<file path="src/rtl/rs_dispatch_sched.sv">
// rs_dispatch_sched: oldest-first reservation-station dispatch scheduler.
// Define SCHED_AGE_WRAP_EN for wrap-safe age arbitration against cur_cnt_i.
module rs_dispatch_sched #(
    parameter int N_RS    = 4,
    parameter int STAMP_W = 10,
    parameter int WD_MAX  = 255,
    localparam int SEL_W  = (N_RS > 1) ? $clog2(N_RS) : 1,
    localparam int WD_W   = $clog2(WD_MAX + 1)
) (
    input  logic                    CLK,
    input  logic                    CLR,
    input  logic [N_RS-1:0]         rdy_i,
    input  logic [N_RS*STAMP_W-1:0] stamp_i,
    input  logic [STAMP_W-1:0]      cur_cnt_i,
    input  logic                    fu_busy_i,
    input  logic                    fu_done_i,
    input  logic                    flush_i,
    output logic                    start_o,
    output logic [SEL_W-1:0]        sel_o,
    output logic [N_RS-1:0]         gnt_o,
    output logic                    busy_o,
    output logic                    err_o,
    output logic [15:0]             issue_cnt_o
);

    typedef enum logic [1:0] {
        IDLE,
        ISSUE,
        WAIT
    } state_t;

    state_t           state_q, state_d;
    logic [SEL_W-1:0] sel_q, sel_d;
    logic [N_RS-1:0]  gnt_q, gnt_d;
    logic             err_q, err_d;
    logic [15:0]      cnt_q, cnt_d;
    logic [WD_W-1:0]  wd_q, wd_d;

    logic [SEL_W-1:0]   win_idx;
    logic [STAMP_W-1:0] best_key;
    logic [STAMP_W-1:0] key;
    logic               found;

`ifndef SCHED_AGE_WRAP_EN
    logic unused_cur;
    assign unused_cur = ^cur_cnt_i;
`endif

    // Strict compare keeps the lowest index on an age tie.
    always_comb begin
        win_idx  = '0;
        best_key = '0;
        key      = '0;
        found    = 1'b0;
        for (int k = 0; k < N_RS; k++) begin
`ifdef SCHED_AGE_WRAP_EN
            key = cur_cnt_i - stamp_i[k*STAMP_W +: STAMP_W];
            if (rdy_i[k] && (!found || key > best_key)) begin
`else
            key = stamp_i[k*STAMP_W +: STAMP_W];
            if (rdy_i[k] && (!found || key < best_key)) begin
`endif
                found    = 1'b1;
                best_key = key;
                win_idx  = SEL_W'(k);
            end
        end
    end

    always_comb begin
        state_d = state_q;
        sel_d   = sel_q;
        gnt_d   = gnt_q;
        err_d   = err_q;
        cnt_d   = cnt_q;
        wd_d    = wd_q;
        start_o = 1'b0;
        if (flush_i) begin
            state_d = IDLE;
            gnt_d   = '0;
        end else begin
            unique case (state_q)
                IDLE: begin
                    if (|rdy_i && !fu_busy_i) begin
                        state_d = ISSUE;
                        sel_d   = win_idx;
                        gnt_d   = N_RS'(1) << win_idx;
                    end
                end
                ISSUE: begin
                    start_o = 1'b1;
                    cnt_d   = cnt_q + 16'd1;
                    wd_d    = '0;
                    state_d = WAIT;
                end
                WAIT: begin
                    if (fu_done_i) begin
                        state_d = IDLE;
                        gnt_d   = '0;
                    end else begin
                        wd_d = wd_q + WD_W'(1);
                        if (wd_d == WD_W'(WD_MAX)) begin
                            err_d   = 1'b1;
                            state_d = IDLE;
                            gnt_d   = '0;
                        end
                    end
                end
                default: begin
                    state_d = IDLE;
                    gnt_d   = '0;
                end
            endcase
        end
    end

    always_ff @(posedge CLK or negedge CLR) begin
        if (!CLR) begin
            state_q <= IDLE;
            sel_q   <= '0;
            gnt_q   <= '0;
            err_q   <= 1'b0;
            cnt_q   <= '0;
            wd_q    <= '0;
        end else begin
            state_q <= state_d;
            sel_q   <= sel_d;
            gnt_q   <= gnt_d;
            err_q   <= err_d;
            cnt_q   <= cnt_d;
            wd_q    <= wd_d;
        end
    end

    assign sel_o       = sel_q;
    assign gnt_o       = gnt_q;
    assign busy_o      = (state_q != IDLE);
    assign err_o       = err_q;
    assign issue_cnt_o = cnt_q;

endmodule
</file>
<file path="config.mk">
export PLATFORM = sky130hd
export DESIGN_NAME = rs_dispatch_sched
export DESIGN_NICKNAME = d
export VERILOG_FILES = /design/src/rtl/rs_dispatch_sched.sv
export SDC_FILE = /design/constraint.sdc
export NUM_CORES = 1
export LEC_CHECK = 0
export CORE_ASPECT_RATIO = 1.5
export CORE_MARGIN = 2
export CORE_UTILIZATION = 46
export CTS_CLUSTER_SIZE = 20
export DETAILED_ROUTE_END_ITERATION = 7
export PLACE_DENSITY = 0.81
export SETUP_SLACK_MARGIN = 0.2
export SYNTH_ARGS = -nofsm -noshare
export SYNTH_HDL_FRONTEND = slang
export SYNTH_SLANG_ARGS = --single-unit
</file>
<file path="constraint.sdc">
create_clock -name CLK -period 2.13 [get_ports CLK]
set_clock_uncertainty 0.05 [all_clocks]
set_input_delay 0.426 -clock CLK [delete_from_list [all_inputs] [get_ports CLK]]
set_output_delay 0.426 -clock CLK [all_outputs]
set_load 0.01 [all_outputs]
</file>
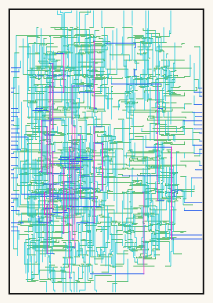
Run 1: routed metal, one color a layer
(3 px per um)
layer	color	wire length
met1	green	3000 um
met3	blue	405 um
met4	magenta	503 um
met2	cyan	4600 um

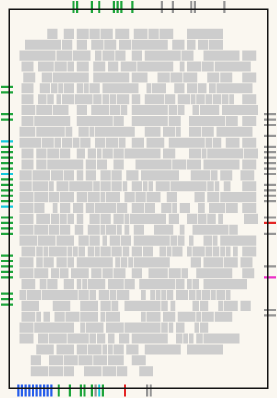
Run 1: pin placement
(4 px per um) Pins as bars across the die edge, other pins in gray.
port	color	pins	direction	edge
flush_i	magenta	1	input	east
cur_cnt_i	blue	10	input	south
stamp_i	green	40	input	26 west, 8 north, 6 south
rdy_i	cyan	4	input	3 west, 1 south
sel_o	red	2	output	1 south, 1 east
all pins by edge	29 west, 21 east, 21 south, 13 north

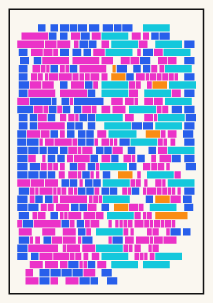
Run 1: placed cells, one color a class
(3 px per um)
class	color	cells	share of their area
all other logic	magenta	249	45%
flip-flops	cyan	33	20%
clock drivers and dummy loads	orange	8	2.8%
other buffers and delay cells	blue	154	32%

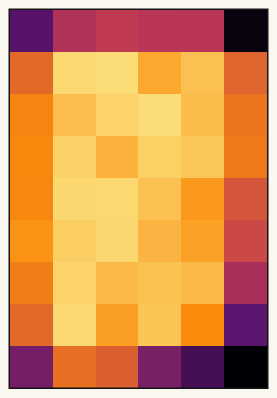
Run 1: cell area per tile
(4 px per um) 6 x 9 tiles, from black (low) to pale yellow (high), 0 to 100% covered.
nearly empty tiles	1.9%
emptiest ninth of the die	south-east
fullest tile	93%
tiles over 75% full	52%

run 1: critical path, stage by stage:
cell	delay [ns]
buf_8	0.11
buf_12	0.14
nand2_4	0.08
ha_4	0.19
o211ai_1	0.19
o21ai_1	0.12
a211oi_2	0.24
buf_4	0.20
o21ai_1	0.10
o31a_1	0.14
ha_1	0.31
nand4_1	0.16
nor3_4	0.21
o311ai_1	0.13
mux2i_1	0.25
a2bb2oi_2	0.31
nand2_1	0.13
o21ai_2	0.10
ha_1	0.27
a21o_1	0.16
a21o_1	0.19
a21o_1	0.19
a2111oi_4	0.32
o31ai_2	0.12
a21oi_1	0.16
buf_4	0.15
o41ai_1	0.06
run 1: repair_timing:
item                                    4_1_cts  5_1_grt
endpoints found under the setup margin        9        7
gates resized                                62       10
buffers inserted                             26        4
cloned                                        2        0
pin swaps                                    28        0
==> results.yml, run 1 <==
# generated from flow reports
setup_path:
  regToRegStartpoint: "wd_q[2]"
  worst-setup-path-type: "input pin to flip-flop"
  rr_worst_depth: 8
floorplan:
  die_y_um: 94.4
routing:
  wl_met1_um: 3000
  ant_nets: 0
  wl_per_cell_um: 16.6
pwr:
  powerDensity_nw_per_um2: 540
  top_power_group: "combinational logic"
  p_comb_uw: 969
timing:
  fin_ws_ns: -2.91
  period_needed_ns: 5.04
  setup_violations: 6
cells_and_area:
  n_all_inverters: 3
  layout_top_cell: "buf_4"
  largest_reg_flops: 16
  dominant-cell-class: "multi-input combinational cells"
  fin_util: 0.824
  logic_area_um2: 1900
  seq_area_um2: 827
  antenna_cells: 0
run_status:
  violations: "negative setup slack"
  outcome: "complete, but fails checks"
flow_run:
  warnings: 40
logic_synthesis:
  adder_share: 0.150
  syn_area_um2: 2500
  ys_chip_area_um2: 2500
  avgSynthCellArea_um2: 8.64
  synth_top_area_share: 0.330
clock_network:
  clock-sinks: 33
placed_design:
  io_buffer_count: 73
worst_hold_path:
  holdPathStages: 1
  min-delay-start: "issue_cnt_o[15]"
==> run 2: changes to the inputs <==
--- a/config.mk
+++ b/config.mk
@@ -5,6 +5,7 @@
 export SDC_FILE = /design/constraint.sdc
 export NUM_CORES = 1
 export LEC_CHECK = 0
+export ABC_AREA = 1
 export CORE_ASPECT_RATIO = 1.5
 export CORE_MARGIN = 2
 export CORE_UTILIZATION = 46
==> constraint.sdc (replaced) <==
create_clock -name CLK -period 2.13 [get_ports CLK]
set_clock_uncertainty 0.05 [all_clocks]
set_input_delay 0.426 -clock CLK [delete_from_list [all_inputs] [get_ports CLK]]
set_output_delay 0.426 -clock CLK [all_outputs]
set_load 0.02 [all_outputs]
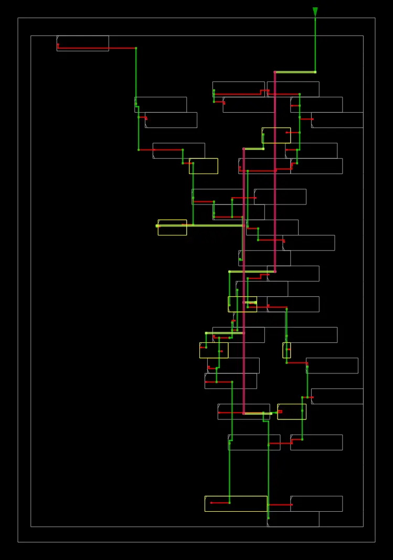
Run 2: the clock network
CTS Sinks: 33
power in the clock group: 620 uW

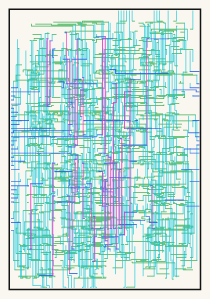
Run 2: routed metal, one color a layer
(3 px per um)
layer	color	wire length
met4	magenta	778 um
met1	green	3090 um
met3	blue	429 um
met2	cyan	5770 um

==> run 2 against run 1 <==
  * The flow still finishes with violations (negative setup slack)
  * Sequential power rose by 0.9%
  * Non-clock buffer count is 1 higher
  * Synthesized area shrank 3.2%
  * Routed wire length grew 18%
  * Clock-buffer cell count unchanged
  * Fmax is 13% higher
  * Setup slack improved by 0.59 ns
  * Sequential share of layout area fell by 0.89 points
  * Power grew 6.7%
  * Design area grew 4.7%
  * Global-route usage grew 0.11 points
  * Largest power group unchanged
==> results.yml, run 2 <==
# generated from flow reports
setup_path:
  regToRegStartpoint: "wd_q[0]"
  worst-setup-path-type: "input pin to flip-flop"
  crit_buf_inv: 2
  cp_common_cell: "nand2_4"
  critPathSlowestCell: "ha_1"
  crit_family: "simple AND/OR/NAND/NOR gates"
  path_depth: 31
  cpPeakStageDelay_ns: 0.31
cells_and_area:
  antenna_cells: 0
  largest_reg_flops: 16
  fin_util: 0.876
  seq_area_um2: 826
  layout_top_cell: "buf_4"
  logic_area_um2: 1950
  n_all_inverters: 32
timing:
  fin_ws_ns: -2.32
  period_needed_ns: 4.45
  setup_violations: 6
  tns_ns: -13.71
pwr:
  top_power_group: "combinational logic"
  p_comb_mw: 1.10
  powerDensity_nw_per_um2: 551
routing:
  wl_per_cell_um: 18.9
  wl_met1_um: 3090
  ant_nets: 0
worst_hold_path:
  holdPathStages: 1
  min-delay-start: "issue_cnt_o[15]"
run_status:
  outcome: "complete, but fails checks"
  violations: "negative setup slack"
placed_design:
  io_buffer_count: 73
logic_synthesis:
  synth_top_area_share: 0.341
floorplan:
  die_y_um: 92.9
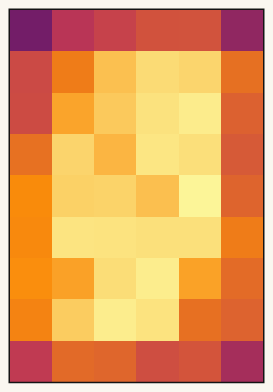
Run 2: cell area per tile
(4 px per um) 6 x 9 tiles, from black (low) to pale yellow (high), 0 to 100% covered.
densest ninth of the die	center
fullest tile	98%
tiles over 75% full	50%

-- run 2: cell types whose count changed in the layout (fill, tap and decap cells not counted), sizes merged, moves of 4 or more --
cell           change
nor2b              -4
o22ai              +6
xor2               +5
clkdlybuf4s15      +5
nor3               +4
o31a               -9
o21ai             -14
dlygate4sd2       -10
nand2             +41
and3               -6
inv               +29
clkbuf             +5
-- run 2: timing repair --
action,in CTS,in global routing
endpoints found under the setup margin,15,11
gates cloned,3,1
gates resized,66,68
pin swaps,18,26
buffers inserted,18,11
-- run 2: kinds of logic after synthesis --
logic type	count (synthesis)	share of synthesized area
AND/OR/NAND/NOR	141	0.259
AND-OR/OR-AND	44	0.109
flip-flops	33	0.341
XOR/XNOR	21	0.0759
adder cells (fa/ha/maj)	30	0.155
buffers and inverters	37	0.0609
No activity file was given, so power comes from the tool's default toggle rates.
